===== config.mk =====
export PLATFORM = sky130hd
export DESIGN_NAME = mdu_issue_ctrl_flat
export DESIGN_NICKNAME = d
export VERILOG_FILES = /design/src/rtl/mdu_pkg.sv /design/src/rtl/mdu_issue_ctrl_if.sv /design/src/rtl/mdu_result_cache.sv /design/src/rtl/mdu_issue_ctrl.sv /design/src/flat_wrapper.sv
export SDC_FILE = /design/constraint.sdc
export NUM_CORES = 1
export LEC_CHECK = 0
export ABC_AREA = 1
export CORE_MARGIN = 2
export CORE_UTILIZATION = 41
export DETAILED_ROUTE_END_ITERATION = 8
export PLACE_DENSITY = 0.69
export SLEW_MARGIN = 30
export SYNTH_ARGS = -nofsm -noshare
export SYNTH_HDL_FRONTEND = slang
export SYNTH_SLANG_ARGS = --single-unit
export TNS_END_PERCENT = 10

===== constraint.sdc =====
create_clock -name clk -period 7.05 [get_ports clk]
set_input_delay 0.705 -clock clk [delete_from_list [all_inputs] [get_ports clk]]
set_output_delay 0.705 -clock clk [all_outputs]
set_load 0.1 [all_outputs]

===== src/rtl/mdu_pkg.sv =====
// Shared types for the M-extension issue controller: opcodes, FSM states and
// the operand key used by the single-entry result cache.
package mdu_pkg;

    typedef enum logic [1:0] {
        OP_MUL    = 2'b00,
        OP_MULH   = 2'b01,
        OP_MULHSU = 2'b10,
        OP_MULHU  = 2'b11
    } mul_op_e;

    typedef enum logic [2:0] {
        S_IDLE,
        S_LAUNCH,
        S_WAIT,
        S_DRAIN,
        S_WB
    } mdu_state_e;

    localparam int DEFAULT_TIMEOUT = 48;
    localparam int DEFAULT_CNT_W   = 6;

    typedef struct packed {
        mul_op_e     opcode;
        logic [31:0] op1;
        logic [31:0] op2;
    } mul_key_t;

endpackage


===== src/rtl/mdu_issue_ctrl_if.sv =====
// EX-stage side of the multiply issue controller: request, stall/ready,
// writeback and the in-flight destination tag for hazard detection.
interface mdu_issue_ctrl_if;
    logic        req_valid;
    logic [1:0]  req_opcode;
    logic [31:0] req_op1;
    logic [31:0] req_op2;
    logic [4:0]  req_rd;
    logic        req_ready;
    logic        stall;
    logic        wb_valid;
    logic [4:0]  wb_rd;
    logic [31:0] wb_data;
    logic [5:0]  busy_rd;

    modport master (
        output req_valid, req_opcode, req_op1, req_op2, req_rd,
        input  req_ready, stall, wb_valid, wb_rd, wb_data, busy_rd
    );

    modport slave (
        input  req_valid, req_opcode, req_op1, req_op2, req_rd,
        output req_ready, stall, wb_valid, wb_rd, wb_data, busy_rd
    );
endinterface


===== src/rtl/mdu_result_cache.sv =====
// Single-entry memo of the last completed multiply: {opcode, op1, op2} -> result.
// A write takes priority over an invalidate in the same cycle.
module mdu_result_cache
    import mdu_pkg::*;
(
    input  logic        clk,
    input  logic        rst,
    input  mul_key_t    lookup_key,
    output logic        hit,
    output logic [31:0] hit_data,
    input  logic        wr_en,
    input  mul_key_t    wr_key,
    input  logic [31:0] wr_data,
    input  logic        inv
);

    logic        valid;
    mul_key_t    key;
    logic [31:0] data;

    always_ff @(posedge clk or posedge rst) begin
        if (rst) begin
            valid <= 1'b0;
            key   <= '0;
            data  <= '0;
        end else if (wr_en) begin
            valid <= 1'b1;
            key   <= wr_key;
            data  <= wr_data;
        end else if (inv) begin
            valid <= 1'b0;
        end
    end

    assign hit      = valid && (key == lookup_key);
    assign hit_data = data;

endmodule


===== src/rtl/mdu_issue_ctrl.sv =====
// Issue/sequencing controller between EX and the iterative multiplier: launches
// ops, stalls EX until the result returns, handles flush, watchdog and result reuse.
module mdu_issue_ctrl
    import mdu_pkg::*;
#(
    parameter int TIMEOUT_CYCLES = DEFAULT_TIMEOUT,
    parameter int CNT_W          = DEFAULT_CNT_W
) (
    input  logic            clk,
    input  logic            rst,
    mdu_issue_ctrl_if.slave ex,
    input  logic            flush,
    output logic            mul_start,
    output logic [1:0]      mul_opcode,
    output logic [31:0]     mul_op1,
    output logic [31:0]     mul_op2,
    input  logic [31:0]     mul_result,
    input  logic            mul_done,
    output logic            timeout_err
);

    localparam logic [CNT_W-1:0] CNT_LAST = CNT_W'(TIMEOUT_CYCLES - 1);

    mdu_state_e  state;
    mul_op_e     lat_opcode;
    logic [31:0] lat_op1;
    logic [31:0] lat_op2;
    logic [4:0]  lat_rd;
    logic [CNT_W-1:0] cnt;
    logic        wb_vld_q;
    logic [4:0]  wb_rd_q;
    logic [31:0] wb_data_q;

    mul_key_t    req_key;
    mul_key_t    lat_key;
    logic        hit;
    logic [31:0] hit_data;
    logic        req_take;
    logic        cnt_last;
    logic        cache_wr;
    logic        cache_inv;

    assign req_key  = '{opcode: mul_op_e'(ex.req_opcode), op1: ex.req_op1, op2: ex.req_op2};
    assign lat_key  = '{opcode: lat_opcode, op1: lat_op1, op2: lat_op2};
    assign req_take = ex.req_valid && !flush;
    assign cnt_last = (cnt == CNT_LAST);

    // The cache learns every result that lands in WAIT, even when a flush
    // kills the writeback in that same cycle.
    assign cache_wr  = (state == S_WAIT) && mul_done;
    assign cache_inv = (state == S_WAIT) && !mul_done && !flush && cnt_last;

    mdu_result_cache u_cache (
        .clk        (clk),
        .rst        (rst),
        .lookup_key (req_key),
        .hit        (hit),
        .hit_data   (hit_data),
        .wr_en      (cache_wr),
        .wr_key     (lat_key),
        .wr_data    (mul_result),
        .inv        (cache_inv)
    );

    always_ff @(posedge clk or posedge rst) begin
        if (rst) begin
            state       <= S_IDLE;
            lat_opcode  <= OP_MUL;
            lat_op1     <= '0;
            lat_op2     <= '0;
            lat_rd      <= '0;
            cnt         <= '0;
            mul_start   <= 1'b0;
            wb_vld_q    <= 1'b0;
            wb_rd_q     <= '0;
            wb_data_q   <= '0;
            timeout_err <= 1'b0;
        end else begin
            mul_start <= 1'b0;
            wb_vld_q  <= 1'b0;
            case (state)
                S_IDLE: begin
                    if (req_take) begin
                        lat_rd <= ex.req_rd;
                        if (hit) begin
                            state    <= S_WB;
                            wb_vld_q <= (ex.req_rd != 5'd0);
                            if (ex.req_rd != 5'd0) begin
                                wb_rd_q   <= ex.req_rd;
                                wb_data_q <= hit_data;
                            end
                        end else begin
                            lat_opcode <= mul_op_e'(ex.req_opcode);
                            lat_op1    <= ex.req_op1;
                            lat_op2    <= ex.req_op2;
                            mul_start  <= 1'b1;
                            state      <= S_LAUNCH;
                        end
                    end
                end
                S_LAUNCH: begin
                    cnt   <= '0;
                    state <= flush ? S_DRAIN : S_WAIT;
                end
                S_WAIT: begin
                    cnt <= cnt + 1'b1;
                    if (mul_done) begin
                        if (flush) begin
                            state <= S_IDLE;
                        end else begin
                            state    <= S_WB;
                            wb_vld_q <= (lat_rd != 5'd0);
                            if (lat_rd != 5'd0) begin
                                wb_rd_q   <= lat_rd;
                                wb_data_q <= mul_result;
                            end
                        end
                    end else if (flush) begin
                        state <= S_DRAIN;
                    end else if (cnt_last) begin
                        timeout_err <= 1'b1;
                        state       <= S_IDLE;
                    end
                end
                S_DRAIN: begin
                    cnt <= cnt + 1'b1;
                    if (mul_done) begin
                        state <= S_IDLE;
                    end else if (cnt_last) begin
                        timeout_err <= 1'b1;
                        state       <= S_IDLE;
                    end
                end
                S_WB: begin
                    state <= S_IDLE;
                end
                default: begin
                    state <= S_IDLE;
                end
            endcase
        end
    end

    assign mul_opcode = lat_opcode;
    assign mul_op1    = lat_op1;
    assign mul_op2    = lat_op2;

    // Handshake outputs are forced low while reset is held so EX sees a quiet
    // controller even if it keeps presenting a request.
    assign ex.req_ready = !rst && (state == S_IDLE);
    assign ex.stall     = !rst && (((state == S_IDLE) && req_take) ||
                                   (state == S_LAUNCH) || (state == S_WAIT) ||
                                   ((state == S_DRAIN) && ex.req_valid));
    assign ex.busy_rd   = ((state == S_LAUNCH) || (state == S_WAIT) || (state == S_WB)) ?
                          {1'b1, lat_rd} : 6'd0;

    // A flush arriving in the WB cycle still kills the retiring op.
    assign ex.wb_valid  = wb_vld_q && !flush;
    assign ex.wb_rd     = wb_rd_q;
    assign ex.wb_data   = wb_data_q;

endmodule


===== src/flat_wrapper.sv =====
// flat-port wrapper written by rule: the top's interface ports become plain ports
module mdu_issue_ctrl_flat import mdu_pkg::*;
#(
    parameter int TIMEOUT_CYCLES = DEFAULT_TIMEOUT,
    parameter int CNT_W          = DEFAULT_CNT_W
)
  (clk, rst, flush, mul_start, mul_opcode, mul_op1, mul_op2, mul_result, mul_done, timeout_err, ex_req_valid, ex_req_opcode, ex_req_op1, ex_req_op2, ex_req_rd, ex_req_ready, ex_stall, ex_wb_valid, ex_wb_rd, ex_wb_data, ex_busy_rd);
  mdu_issue_ctrl_if ex_i ();
  input  logic clk;
  input  logic rst;
  input  logic flush;
  output logic mul_start;
  output logic [1:0] mul_opcode;
  output logic [31:0] mul_op1;
  output logic [31:0] mul_op2;
  input  logic [31:0] mul_result;
  input  logic mul_done;
  output logic timeout_err;
  input wire logic [$bits(ex_i.req_valid)-1:0] ex_req_valid;
  input wire logic [$bits(ex_i.req_opcode)-1:0] ex_req_opcode;
  input wire logic [$bits(ex_i.req_op1)-1:0] ex_req_op1;
  input wire logic [$bits(ex_i.req_op2)-1:0] ex_req_op2;
  input wire logic [$bits(ex_i.req_rd)-1:0] ex_req_rd;
  output wire logic [$bits(ex_i.req_ready)-1:0] ex_req_ready;
  output wire logic [$bits(ex_i.stall)-1:0] ex_stall;
  output wire logic [$bits(ex_i.wb_valid)-1:0] ex_wb_valid;
  output wire logic [$bits(ex_i.wb_rd)-1:0] ex_wb_rd;
  output wire logic [$bits(ex_i.wb_data)-1:0] ex_wb_data;
  output wire logic [$bits(ex_i.busy_rd)-1:0] ex_busy_rd;
  assign ex_i.req_valid = ex_req_valid;
  assign ex_i.req_opcode = ex_req_opcode;
  assign ex_i.req_op1 = ex_req_op1;
  assign ex_i.req_op2 = ex_req_op2;
  assign ex_i.req_rd = ex_req_rd;
  assign ex_req_ready = ex_i.req_ready;
  assign ex_stall = ex_i.stall;
  assign ex_wb_valid = ex_i.wb_valid;
  assign ex_wb_rd = ex_i.wb_rd;
  assign ex_wb_data = ex_i.wb_data;
  assign ex_busy_rd = ex_i.busy_rd;
  mdu_issue_ctrl #(.TIMEOUT_CYCLES(TIMEOUT_CYCLES), .CNT_W(CNT_W)) u_core (.clk(clk), .rst(rst), .ex(ex_i), .flush(flush), .mul_start(mul_start), .mul_opcode(mul_opcode), .mul_op1(mul_op1), .mul_op2(mul_op2), .mul_result(mul_result), .mul_done(mul_done), .timeout_err(timeout_err));
endmodule

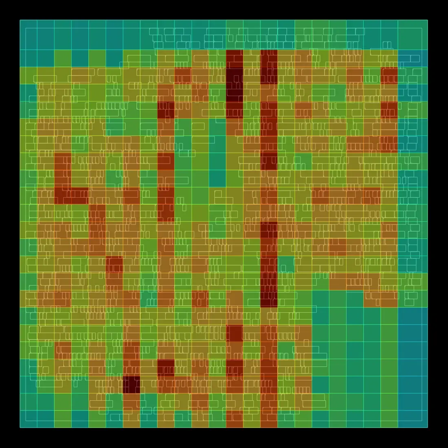
Fig. 1. Congestion heat map.
GRT busiest layer: met2
GRT Util Overall: 21.85%
Core Util, Final: 54.13%

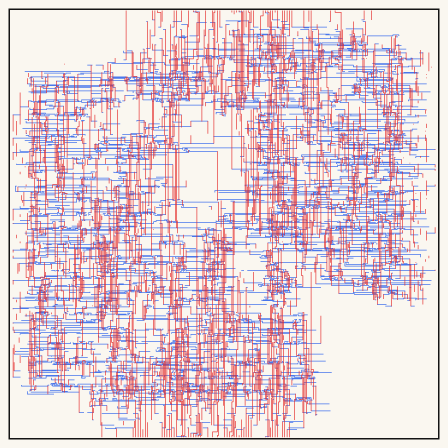
Fig. 2. Wiring by layer.
Two of the layers only.
red -> M2  # wire length 13300 microns
blue -> M1  # wire length 13000 microns
Routed WL per cell: 15.59 microns
Via Count: 9487
Routed WL: 29360 microns

==> Slide: Implementation Results <==
Synthesis and Place & Route Summary

Timing
  – Slew of the pin with the lowest slew margin: 1.017 ns
  – Worst setup margin: 2.228 ns
  – Max frequency: 0.2074 GHz

Synth
  – Xor+xnor area frac: 1.256%
  – Most common cell in the synthesized netlist: nand2_1
  – Yosys aoi share: 6.577%
  – Mapped Area: 0.01046 sq mm
  – Mapped Cells: 1345
  – Main area contributors: dfrtp_1 52%, nand2_1 18%, o21ai_0 5.6%, inv_1 4.9%, nand4_1 4.6%
  – Commonest cells post-synth: 512 x nand2_1, 219 x dfrtp_1, 137 x inv_1, 117 x o21ai_0, 85 x nand3_1

CTS
  – Worst-Skew Late Latency: 0.53 ns
  – Postcts setup bufs: 0
  – CTS Buf Count: 26
  – Sink Count: 219
  – Hold Buf Count CTS: 0

Finish
  – MI comb cells: 908
  – N_diodes: 2
  – Post-route cell area: 0.01359 sq mm
  – Max reg flops: 66
  – Sequential share of cell area: 40.32%

Global routing
  – Global-route wire length before repair: 47200 microns

Placed design
  – DP Area: 0.01280 sq mm
  – Pre-CTS setup slack: 2.295 ns
  – GP Congestion: 0.8310

Critical path
  – Crit. End Element: primary output
  – Max FO, Critical Path: 70
  – Req. time, crit path: 6.34 ns
  – Critical path arrival: 4.12 ns
  – Startpoint type of the worst setup path: register
  – Crit Path Class: reg -> out

Run status
  – Status: completed

Die
  – FP Rows: 58
  – I/O pin count: 222
  – Chip area: 0.02682 sq mm

Detailed routing
  – Max Used Layer: met5
  – Routed metal-1 wirelength: 13010 microns

Job
  – OpenROAD warnings: 29

Worst hold path
  – Hold path cells: 1
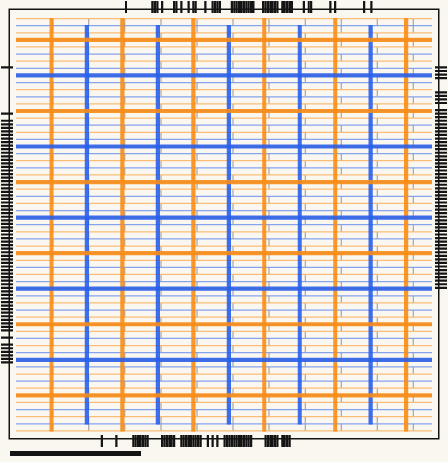
Fig. 3. PDN straps and rails.
Bar = 50 microns. Pins as bars on the die edge. Tap cells in gray.
blue -> VDD
orange -> VSS
met5 straps = 11
signal pins = 222
rows = 58
met4 straps = 11
Core ar.: 0.02511 sq mm
die width: 163.8 microns
Die Ht: 163.8 microns

## final timing paths
path	start	to	slack (ns)
worst max-delay path	u_core.state[2]	ex_busy_rd[3]	2.23
worst min-delay path	u_core.timeout_err	u_core.timeout_err	0.48
worst max register to register	u_core.state[2]	u_core.ex.wb_data[2]	3.08
worst min register to register	u_core.timeout_err	u_core.timeout_err	0.48
max in group asynchronous	rst	u_core.u_cache.key[62]	4.23
min in group asynchronous	rst	u_core.ex.wb_data[25]	0.70
## worst max-delay path, cell delays in order (launching register included)
cell and delay, ns:
dfrtp_1 0.45, nor2_2 0.14, inv_2 0.09, nor2_4 0.25
clkinv_2 0.72, nand3_1 0.58, nand2_1 0.16, inv_1 0.08
clkdlybuf4s50_1 1.13
